## src/rtl/hamming_frame_accum.sv

```systemverilog
// Per-frame Hamming-weight accumulator: sums the popcount of FRAME_LEN accepted
// words and tracks the largest single-word weight, presenting both via valid/ready.
module hamming_frame_accum #(
  parameter int FRAME_LEN = 8,
  parameter int SUM_W     = 8
) (
  input  logic             clk,
  input  logic             reset,
  input  logic             clear,
  input  logic [15:0]      in_data,
  input  logic             in_valid,
  output logic             in_ready,
  output logic [SUM_W-1:0] out_sum,
  output logic [4:0]       out_max,
  output logic             out_valid,
  input  logic             out_ready
);

  localparam int IDX_W = (FRAME_LEN > 1) ? $clog2(FRAME_LEN) : 1;
  localparam logic [IDX_W-1:0] LAST_IDX = IDX_W'(FRAME_LEN - 1);

  generate
    if (FRAME_LEN < 1 || FRAME_LEN > 256) begin : g_bad_frame_len
      $error("hamming_frame_accum: FRAME_LEN must be in 1..256");
    end
    if (SUM_W < 31 && (1 << SUM_W) <= 16 * FRAME_LEN) begin : g_bad_sum_w
      $error("hamming_frame_accum: SUM_W too narrow, need 2**SUM_W > 16*FRAME_LEN");
    end
  endgenerate

  function automatic logic [4:0] popcount16(input logic [15:0] w);
    logic [4:0] c;
    c = '0;
    for (int i = 0; i < 16; i++) c = c + 5'(w[i]);
    return c;
  endfunction

  function automatic logic [4:0] umax5(input logic [4:0] a, input logic [4:0] b);
    return (b > a) ? b : a;
  endfunction

  logic [SUM_W-1:0] acc_q, acc_d;
  logic [4:0]       mx_q, mx_d;
  logic [IDX_W-1:0] idx_q, idx_d;
  logic [SUM_W-1:0] out_sum_q, out_sum_d;
  logic [4:0]       out_max_q, out_max_d;
  logic             out_valid_q, out_valid_d;

  logic [4:0]       pc;
  logic             in_xfer;
  logic             out_xfer;

  assign pc       = popcount16(in_data);
  assign in_ready = !out_valid_q || out_ready;
  assign in_xfer  = in_valid && in_ready;
  assign out_xfer = out_valid_q && out_ready;

  always_comb begin
    acc_d       = acc_q;
    mx_d        = mx_q;
    idx_d       = idx_q;
    out_sum_d   = out_sum_q;
    out_max_d   = out_max_q;
    out_valid_d = out_valid_q;

    if (out_xfer) out_valid_d = 1'b0;

    // clear wins over any word transferred in the same cycle, final or not
    if (clear) begin
      acc_d = '0;
      mx_d  = '0;
      idx_d = '0;
    end else if (in_xfer) begin
      if (idx_q == LAST_IDX) begin
        out_sum_d   = acc_q + SUM_W'(pc);
        out_max_d   = umax5(mx_q, pc);
        out_valid_d = 1'b1;
        acc_d       = '0;
        mx_d        = '0;
        idx_d       = '0;
      end else begin
        acc_d = acc_q + SUM_W'(pc);
        mx_d  = umax5(mx_q, pc);
        idx_d = idx_q + IDX_W'(1);
      end
    end
  end

  always_ff @(posedge clk) begin
    if (reset) begin
      acc_q       <= '0;
      mx_q        <= '0;
      idx_q       <= '0;
      out_sum_q   <= '0;
      out_max_q   <= '0;
      out_valid_q <= 1'b0;
    end else begin
      acc_q       <= acc_d;
      mx_q        <= mx_d;
      idx_q       <= idx_d;
      out_sum_q   <= out_sum_d;
      out_max_q   <= out_max_d;
      out_valid_q <= out_valid_d;
    end
  end

  assign out_sum   = out_sum_q;
  assign out_max   = out_max_q;
  assign out_valid = out_valid_q;

endmodule

```

## config.mk

```make
export PLATFORM = sky130hd
export DESIGN_NAME = hamming_frame_accum
export DESIGN_NICKNAME = d
export VERILOG_FILES = /design/src/rtl/hamming_frame_accum.sv
export SDC_FILE = /design/constraint.sdc
export NUM_CORES = 1
export LEC_CHECK = 0
export ABC_AREA = 0
export CAP_MARGIN = 20
export CORE_MARGIN = 1.5
export CORE_UTILIZATION = 55
export DETAILED_ROUTE_END_ITERATION = 10
export GPL_TIMING_DRIVEN = 0
export PLACE_DENSITY = 0.88
export REMOVE_ABC_BUFFERS = 1
export SYNTH_ARGS = -nofsm -noshare
export SYNTH_HDL_FRONTEND = slang
export SYNTH_SLANG_ARGS = --single-unit
export TNS_END_PERCENT = 10
```

## constraint.sdc

```tcl
create_clock -name clk -period 16.3 [get_ports clk]
set_input_delay 3.26 -clock clk [delete_from_list [all_inputs] [get_ports clk]]
set_output_delay 3.26 -clock clk [all_outputs]
set_load 0.01 [all_outputs]
```

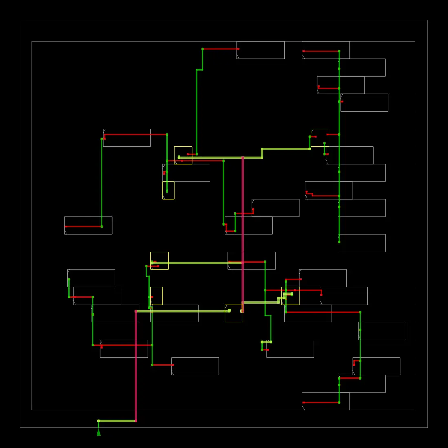
(run_1/clocks.png)
Worst Skew: 15.6 ps
total clock buffers created by CTS: 5
Clock Sinks: 30
count of clock-net buffers in the final layout: 5

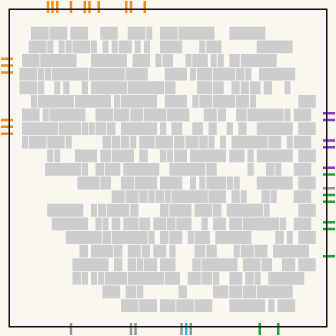
(run_1/io_placement.png)
Pins as bars across the die edge, other pins in grey.
legend:
  out_sum:
    colour: green
    pins: 8
    direction: output
    edge: 6 east, 2 south
  in_data:
    colour: orange
    pins: 16
    direction: input
    edge: 10 north, 6 west
  out_max:
    colour: purple
    pins: 5
    direction: output
    edge: east
  reset:
    colour: cyan
    pins: 1
    direction: input
    edge: south
count of port buffers added during placement: 35
Die Span Y: 63.1 um

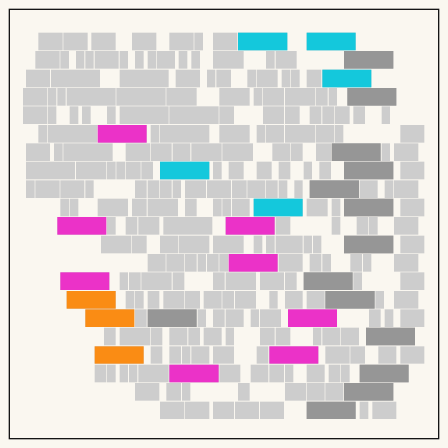
(run_1/flops_by_reg.png)
Other sequential cells in the stronger grey, the rest of the logic in the fainter grey.
legend:
  idx_q:
    colour: orange
    sequential_cells: 3
  mx_q:
    colour: cyan
    sequential_cells: 5
  acc_q:
    colour: magenta
    sequential_cells: 8
not coloured: 14
core utilization of the finished layout: 70.7%
total sequential power: 0.0000836 W
register fraction of the total cell area: 25.1%

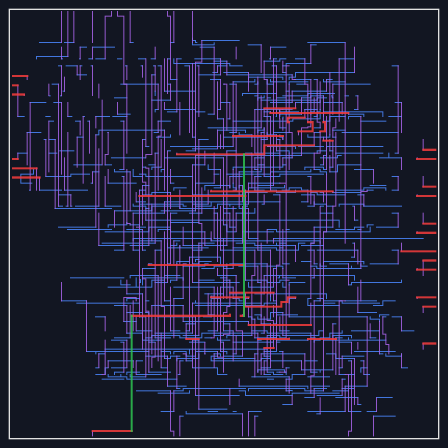
(run_1/wires.png)
legend:
  metal 2:
    colour: purple
    wire_length: 1930 um
  metal 4:
    colour: green
    wire_length: 40.8 um
  metal 1:
    colour: blue
    wire_length: 1780 um
  metal 3:
    colour: red
    wire_length: 210 um
routed via count: 1747
total routed wirelength: 3960 um
gr usage total: 21.3%
mean routed wirelength per cell: 12.6 um

==> run notes, run 1 <==
Summary of the current implementation state.

- The cell area after synthesis is 1990 sq um, for reference.
- Per the layout report, the design carries 35 non-clock buffers.
- The number of OpenROAD warnings is 25, for reference.
- The class of the most critical setup path is primary input to register, for reference.
- The most frequently used cell type in the post-synthesis netlist is inv_1, for reference.
- The finished layout holds 314 standard cells, fillers aside.
- The synthesized netlist cell count is 236, for reference.
- The final hold violation count recorded for this run is 0.
- Buffers inserted to repair hold after CTS numbered 0.
- Ranked by total cell area, the synthesized netlist is headed by dfxtp_1, fa_1, ha_1.
- In this run the horizontal extent of the chip is 63.1 um.
- Gates resized during post-CTS repair numbered 0.
- The most frequent logic cell in the layout is clkdlybuf4s50_1, for reference.
- The number of antenna violations at the first check in global routing is 0.
- After floorplanning, the core was sized to cover 3390 sq um.
- The largest cell class by area is logic gates, for reference.
- The fraction of area in multi-input gates is 50.8%, for reference.
- The tree is rooted in a clkbuf_4.
- The H-tree was split into 2 levels.
- The post-detailed-route DRC marker count is 0, for reference.
- The cell type with the largest total area is dfxtp_1, for reference.
- The maximum number of pins on one net before global-route repair is 22, for reference.
- Per the slew report, the remaining headroom to the max-slew limit stands at 39.9%.
- The total cell area reported by yosys after synthesis is 1990 sq um, for reference.
- Setup total negative slack on the finished layout was measured at 0 ps.
- Once detailed placement completed, the half-perimeter wirelength came to 3120 um.
- Yosys mapped a number of flops with a built-in enable equal to 0.
- Per the gpl log, the routability congestion estimate is 0.874.
- The fraction of layout cells with a size suffix above 1 is 4.85%, for reference.
- The minimum setup slack in the final design is 8290 ps, for reference.
- In this run the post-CTS setup repair buffer count came out at 0.
- The via count of the first global-routing pass is 1616, for reference.
- The kind of launch point of the worst setup path is a primary input, for reference.
- Of the available clock period, the critical path in the final layout requires 49.2%.
- The path class of the tightest hold or removal check is register to register.
- Setup repair after global routing left no endpoint under its margin.
- The first-pass iteration count of the detailed router is 4, for reference.
- The final layout contains a sequential cell count of 30.
- Of all nets on the critical path, the largest fanout is 5.
- The CTS tree is done, for reference.
- IR analysis of the VDD net gives a maximum drop of 0.0000997 V.
- The total die size is 3980 sq um, for reference.
- After synthesis, the design contains 236 cells according to Yosys.
- The flow ran to the end, and the final reports show no timing, DRC or antenna violations.
- The worst reg2reg path startpoint is idx_q[0], for reference.
- The number of cell instances on the worst register-to-register path is 6, for reference.
- The commonest register cell is dfxtp_1.
- The number of maximum-capacitance constraint violations is 0, for reference.
- The floorplan row count is 21, for reference.
- The synthesized area per cell is 8.42 sq um, for reference.
- The worst path in the final design needs a cycle of 8010 ps, including I/O delays and setup.
- At the pin with the least slew margin, the transition time is 896 ps.
- The top-level I/O count is 36, for reference.
- Per the cell usage report, the commonest logic cells after layout are clkdlybuf4s50_1, inv_1, dfxtp_1, nand2_1, nor2_1.
- In this run, distinct cell masters in the synthesized netlist total 45.
- Counting tap cells, the placed design contains a total of 307 instances.
- Ranked by instance count, the synthesized netlist is headed by inv_1, dfxtp_1, nand2_1.
- Global routing finished with a remaining overflow of 0.
- Per the final report, the share of cell area in clock cells is 1.98%.
- The leakage power total is 0.993 nW, for reference.
- Sequential cells were found to cover 30.2% of the synthesized design area.
- The area used by sequential logic in the layout is 601 sq um, for reference.
- The number of antenna-violating nets in the routed design is 0, for reference.
- The worst setup path is captured at a register.
- Per the finish-stage timing summary, setup violations number 0.
- The clock network latency to the later pin of the worst-skew pair is 340 ps, for reference.
- The required time at the worst endpoint is listed as 16520 ps.
- The number of antenna diodes in the final layout is 0.
- The logic area is 1220 sq um, for reference.
- The average vias per placed instance is 5.56, for reference.
- The floorplan core density is 58.7%, for reference.
- The worst hold path passes through 2 cells.
- The number of pins exceeding their max-slew limit in the final report is 0, for reference.
- Leaving out the clock tree, the finished layout contains an inverter count of 32.
- The async set or reset register ratio after synthesis is 0%, for reference.
- The fraction of cell area in non-clock buffers is 14.6%, for reference.
- The data arrival at the endpoint of the critical path is 8240 ps, for reference.
- The longest clock path from root to sink contains 2 buffers.
- The number of DRC markers in iteration 0 is 131, for reference.
- Setup slack on the worst path after placement came out at 7980 ps.
- The total number of nets in the final design is 317, for reference.
- The first global-routing pass estimated 6840 um of wire.
- The number of warnings reported in the yosys synthesis log is 0, for reference.
- In the final layout, the fill cell count is 248.
- In this run the biggest area consumer among cell types represents 30.2% of the synthesized area.
- Clock-pin slew was measured on the worst setup and hold paths at 80 ps.
- The startpoint of the most critical setup path is in_data[5], for reference.
- The areal power density over the cells is 152 nW/um^2, for reference.
- The post-synthesis sequential element count is 30, for reference.
- The tap cell instance count is 46, for reference.
- The highest clock frequency the design can meet is 125 MHz, for reference.
- The multi-input combinational gate total is 164, for reference.
- The area growth from synthesis to layout is 20.5%.
- The startpoint of the tightest hold check path is out_sum[0], for reference.
run 1: through the flow:
step	power, W	hold slack (ps)	instance area, sq um	util [%]
floorplan	0.000264	440	1940	-
global placement	0.000311	441	2350	69.3
detailed placement	0.000319	448	2350	69.3
CTS	0.000362	460	2400	70.7
global route	0.000398	477	2400	70.7
finish	0.000365	455	2400	70.7
run 1: flip-flops by register name, summed over array words and instances (netlist names):
register	count
acc_q	8
out_sum	8
mx_q	5
out_valid	1
out_max	5
idx_q	3
run 1: final timing paths:
check | slack, ps | end
hold reg to reg | 460 | out_sum[0]
setup / recovery | 8290 | mx_q[1]
setup reg to reg | 14100 | out_max[3]
hold / removal | 460 | out_sum[0]
run 1: worst max-delay path: stages:
cell and delay (ps):
clkdlybuf4s50_1 460, inv_1 60, fa_1 560, fa_1 430, fa_1 480, fa_1 490
inv_1 40, ha_1 210, fa_1 400, a21oi_1 160, nor2b_1 110, ha_1 330
and3_1 210, a211oi_2 330, a21o_1 260, a21oi_1 150, o32ai_1 300
run 1: cell families after synthesis:
group | Yosys count | share of synthesized area [%]
DFF | 30 | 30.2
and+or+nand+nor | 79 | 19.5
muxes | 1 | 0.503
AOI/OAI and AO/OA | 50 | 16.8
buffers and inverters | 42 | 8.56
adders and majority gates | 28 | 21.8
xor gates and xnor gates | 6 | 2.64
run 1: report_power, final:
group	internal, W	switching, W
Combinational	0.0000961	0.000144
Sequential	0.0000796	0.00000399
Clock	0.0000155	0.0000258
Total	0.000191	0.000174
run 1: metal layers:
layer / up-vias / wire, um / GRT usage (%)
li1: 874 / - / -
met1: 811 / 1780 / 27.1
met4: 0 / 40 / 7.22
met5: - / 0 / 0
met2: 57 / 1930 / 35.8
met3: 5 / 209 / 4.64
==> run_1/logic_types.png <==
The bar under the picture is 20 um long.
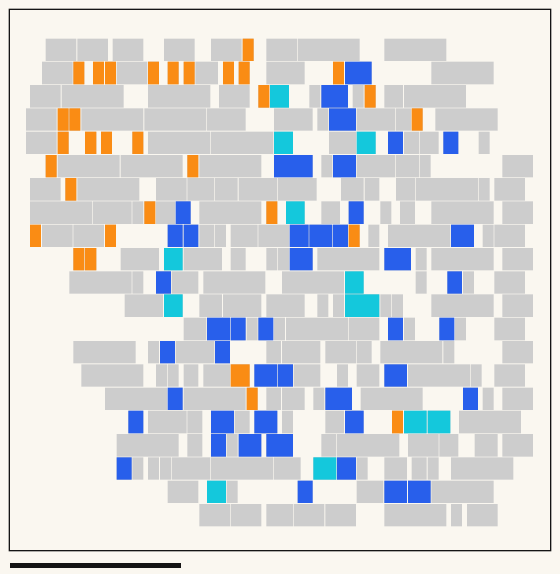

==> run 2, diff against run 1 <==
CORE_UTILIZATION = 52   (was 55)
PLACE_DENSITY = 0.84   (was 0.88)
clock period = 7.5 ns   (was 16.3 ns; I/O delays follow)
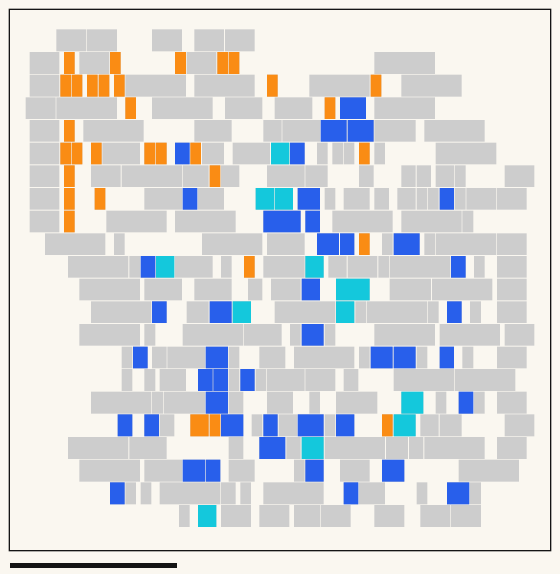
(run_2/logic_types.png)
The bar under the picture is 20 um long.
legend:
  inv cells:
    colour: orange
    cells: 32
  aoi and oai cells:
    colour: blue
    cells: 44
  and/or cells:
    colour: cyan
    cells: 12
most frequent standard cell in the layout excluding fill and tap cells: clkdlybuf4s50_1
multi-input logic portion of the cell area: 50.2%
number of standard cells in the final layout excluding fillers: 316

==> run 2 against run 1 <==
Effect of this change: clock power rose to 2.9 times the previous value; clock skew fell by 11 ps; register-to-register slack worse by 8900 ps; via count is 2.1% lower; critical path type unchanged; critical endpoint unchanged; largest cell class unchanged; largest power group unchanged; highest routed layer unchanged.
==> run notes, run 2 <==
Summary of the current implementation state.

- The post-synthesis sequential element count is 30 (unchanged), for reference.
- The total cell area reported by yosys after synthesis is 1990 sq um (unchanged), for reference.
- The depth of the CTS H-tree is 2 (unchanged), for reference.
- The number of warnings reported in the yosys synthesis log is 0 (unchanged), for reference.
- The number of clock sinks is 30 (unchanged), for reference.
- The floorplan die height came to 64.8 um (+2.7%).
- The run finished with clean final reports.
- The routed length per instance is 12.7 um (+0.60%), for reference.
- The leakage power total is 1.00 nW (+0.75%), for reference.
- The number of maximum-capacitance constraint violations is 0 (unchanged), for reference.
- The total congestion overflow is 0 (unchanged).
- The number of cell instances on the worst register-to-register path is 6 (unchanged), for reference.
- The average vias per placed instance is 5.41 (-2.7%), for reference.
- The post-synthesis share of cell area spent on and, or, nand and nor gates was 19.5% (unchanged).
- The total die size is 4200 sq um (+5.5%).
- The cell type with the largest total area is dfxtp_1, for reference.
- The share of synthesized area spent on multiplexers was 0.503% (unchanged).
- The count of buffer and inverter cells on the critical path is 3 (unchanged), for reference.
- The post-CTS setup-driven buffer insertion count was 0 (unchanged).
- The minimum setup slack among reg-to-reg paths came to 5240 ps (-8860 ps).
- The total placed instance area was 2350 sq um (+0.11%).
- The last element of the critical path is mx_q[1], for reference.
- The number of resized instances in the post-cts repair step is 0 (unchanged), for reference.
- The hold-fix buffer count after cts was 0 (unchanged).
- The number of CTS-inserted buffers came to 5 (unchanged).
- The largest driver fanout on the critical path came to 5 (unchanged).
- In the layout the commonest cells are clkdlybuf4s50_1, inv_1, dfxtp_1, nand2_1, nor2_1.
- The maximum clock skew at final layout is 4.86 ps (-10.8 ps).
- Sorting the synthesized cells by how often they occur yields inv_1, dfxtp_1, nand2_1.
- In this design, the critical path's most frequently occurring cell is fa_1.
- The count of different cell masters after synthesis was 45 (unchanged).
- The worst setup path is of the primary input to register kind.
- The report lists the cells along the critical path as clkdlybuf4s50_1 > inv_1 > fa_1 > fa_1 > fa_1 > fa_1 > inv_1 > ha_1 > fa_1 > a21oi_1 > nor2b_1 > ha_1 > and3_1 > a211oi_2 > a21o_1 > a21oi_1 > o32ai_1.
- The top-level I/O count is 36 (unchanged), for reference.
- Of the combinational cells, the family taking the most area is adder cells.
- The maximum number of pins on one net before global-route repair was 22 (unchanged).
- The post-route worst hold slack is 453 ps (-2.58 ps), for reference.
- The depth of the critical timing path with buffers and inverters included was 17 (unchanged).
- The half-perimeter wire length after detailed placement is 3020 um (-3.1%).
- The sequential fraction of the synthesis area is 30.2% (unchanged), for reference.
- The synthesized netlist cell count is 236 (unchanged), for reference.
- Looking at the reg2reg group, the worst path ends at out_max[4].
- The most instantiated flip-flop cell in the synthesis netlist is dfxtp_1, for reference.
- The worst reg2reg path startpoint is idx_q[0], for reference.
- The areal power density over the cells is 336 nW/um^2 (+120%).
- The final critical-path share of the clock period is 83.7%, for reference.
- The total design power is 0.000817 W (+120%), for reference.
- Setup repair after global routing left no endpoint under its margin.
- The final standard cell area without fillers is 2430 sq um (+1.3%), for reference.
- The number of antenna-violating nets in the routed design is 0 (unchanged), for reference.
- The synthesized area per cell came to 8.42 sq um (unchanged).
- The critical path's slowest cell is fa_1, for reference.
- The worst slew margin relative to its limit is 40.8% (+0.82 points).
- The number of pins exceeding their max-slew limit in the final report is 0 (unchanged), for reference.
- The minimum setup slack in the final design is 1220 ps (-7070 ps), for reference.
- The core box area is 3660 sq um (+8.0%), for reference.
- The area used by sequential logic in the layout is 601 sq um (unchanged).
- Tracing the worst setup path back leads to its startpoint at in_data[0].
- The total placed cells including tap cells is 309 (+0.65%), for reference.
- The flow reports an fmax of 159 MHz.
- The weighted congestion at the end of routability-driven global placement is 0.803 (-8.1%), for reference.
- The total vias in the final route is 1711 (-2.1%), for reference.
- The clock root buffer master is clkbuf_8, for reference.
- The clock-pin slew on the worst setup and hold paths is 60 ps (-20 ps), for reference.
- The post-layout utilization of the core is 66.3% (-4.4 points).
- The number of DRC markers in iteration 0 is 109 (-17%), for reference.
- The data arrival at the endpoint of the critical path was 6460 ps (-1780 ps).
- In the post-synthesis netlist, the cell with the most instances is inv_1.
- The number of hold-slack violations in the final timing report is 0 (unchanged).
- The worst path needs 6280 ps of the cycle, external delays included.
- The number of antenna diodes was 0 (unchanged).
- The horizontal die dimension is 64.8 um (+2.7%), for reference.
- The number of enable-type register cells in the synthesized netlist is 0 (unchanged), for reference.
- The first-pass iteration count of the detailed router was 4 (unchanged).
- The global-route usage over all layers is 21.4% (+0.14 points), for reference.
- The number of antenna violations at the first check in global routing is 0 (unchanged), for reference.
- The top cell type's share of synthesized area is 30.2% (unchanged), for reference.
- The maximum number of buffers from clock root to sink came to 2 (unchanged).
- The total number of nets in the final design was 317 (unchanged).
- The clock network latency to the later pin of the worst-skew pair is 280 ps (-60 ps), for reference.
- The largest stage delay on the critical path is 560 ps (about the same).
- The post-detailed-route DRC marker count is 0 (unchanged), for reference.
- The wire length after detailed routing is 4010 um (+1.2%), for reference.
- The floorplan row count is 22 (+4.8%), for reference.
- The global-route wire length before repair is 7020 um (+2.6%), for reference.
- The cell class contributing the biggest share of worst-path delay is adder cells, for reference.
- The via count of the first global-routing pass was 1633 (+1.1%).
- The maximum resistive drop on vdd was 0.000157 V (+57%).
- The fraction of layout cells with a size suffix above 1 is 4.10% (-0.75 points), for reference.
- The setup violation total in the final timing report is 0 (unchanged), for reference.
- The main area contributors are dfxtp_1, fa_1, ha_1.
- The classification of the worst-slack hold path is register to register, for reference.
- The cell area after synthesis is 1990 sq um (unchanged).
- The area fraction in compound gates came to 16.8% (unchanged).
- The async set or reset register ratio after synthesis was 0% (unchanged).
- The logic area came to 1220 sq um (unchanged).
- The data required time of the worst path is 7680 ps (-8840 ps), for reference.
- The post-placement setup slack was 987 ps (-6990 ps).
- The type of destination of the critical path is a register, for reference.
[run 2: cell counts after synthesis]
No cell type changed its count.
[run 2: where the power goes]
part / internal [W] / switching [W] / leakage (nW) / total [W]
registers: 0.000173 / 0.00000867 / 0.242 / 0.000182
clock network: 0.0000637 / 0.0000565 / 0.0383 / 0.000120
logic: 0.000208 / 0.000306 / 0.720 / 0.000515
[run 2: worst min-delay path by stage]
stage	slack [ps]	depth (start not counted)	start	to
2_1_floorplan	440	2	idx_q[1]	idx_q[1]
3_3_place_gp	440	2	out_max[2]	out_max[2]
3_5_place_dp	450	2	out_sum[0]	out_sum[0]
4_1_cts	450	2	out_sum[0]	out_sum[0]
5_1_grt	480	2	out_sum[3]	out_sum[3]
6_report	450	2	out_sum[0]	out_sum[0]
[run 2: logic make-up after synthesis]
family / Yosys count
XOR/XNOR: 6
buffers and inverters: 42
AND-OR/OR-AND: 50
AND/OR/NAND/NOR: 79
multiplexers: 1
flip-flops: 30
adder cells (fa/ha/maj): 28
[run 2: worst reg2reg max path, stage by stage, from the launching register on]
cell	delay, ps
dfxtp_1	350
ha_1	150
ha_1	380
inv_4	110
nor3_2	750
nor2_1	130
a211oi_1	280
[run 2: metal layers]
metal	wire length (um)	GRT usage, %
met3	233	4.17
met2	2000	37.2
met1	1730	26.5
met4	48	7.18
met5	0	0
[run 2: layout make-up]
| class | count | area share (%) |
|---|---|---|
| tap | 48 | 2.47 |
| timing repair buffer | 35 | 14.4 |
| multi-input combinational | 164 | 50.2 |
| clock buffer | 7 | 3.14 |
| inverter | 32 | 5.05 |
| sequential | 30 | 24.7 |
Power is estimated from default activity; no workload was simulated.
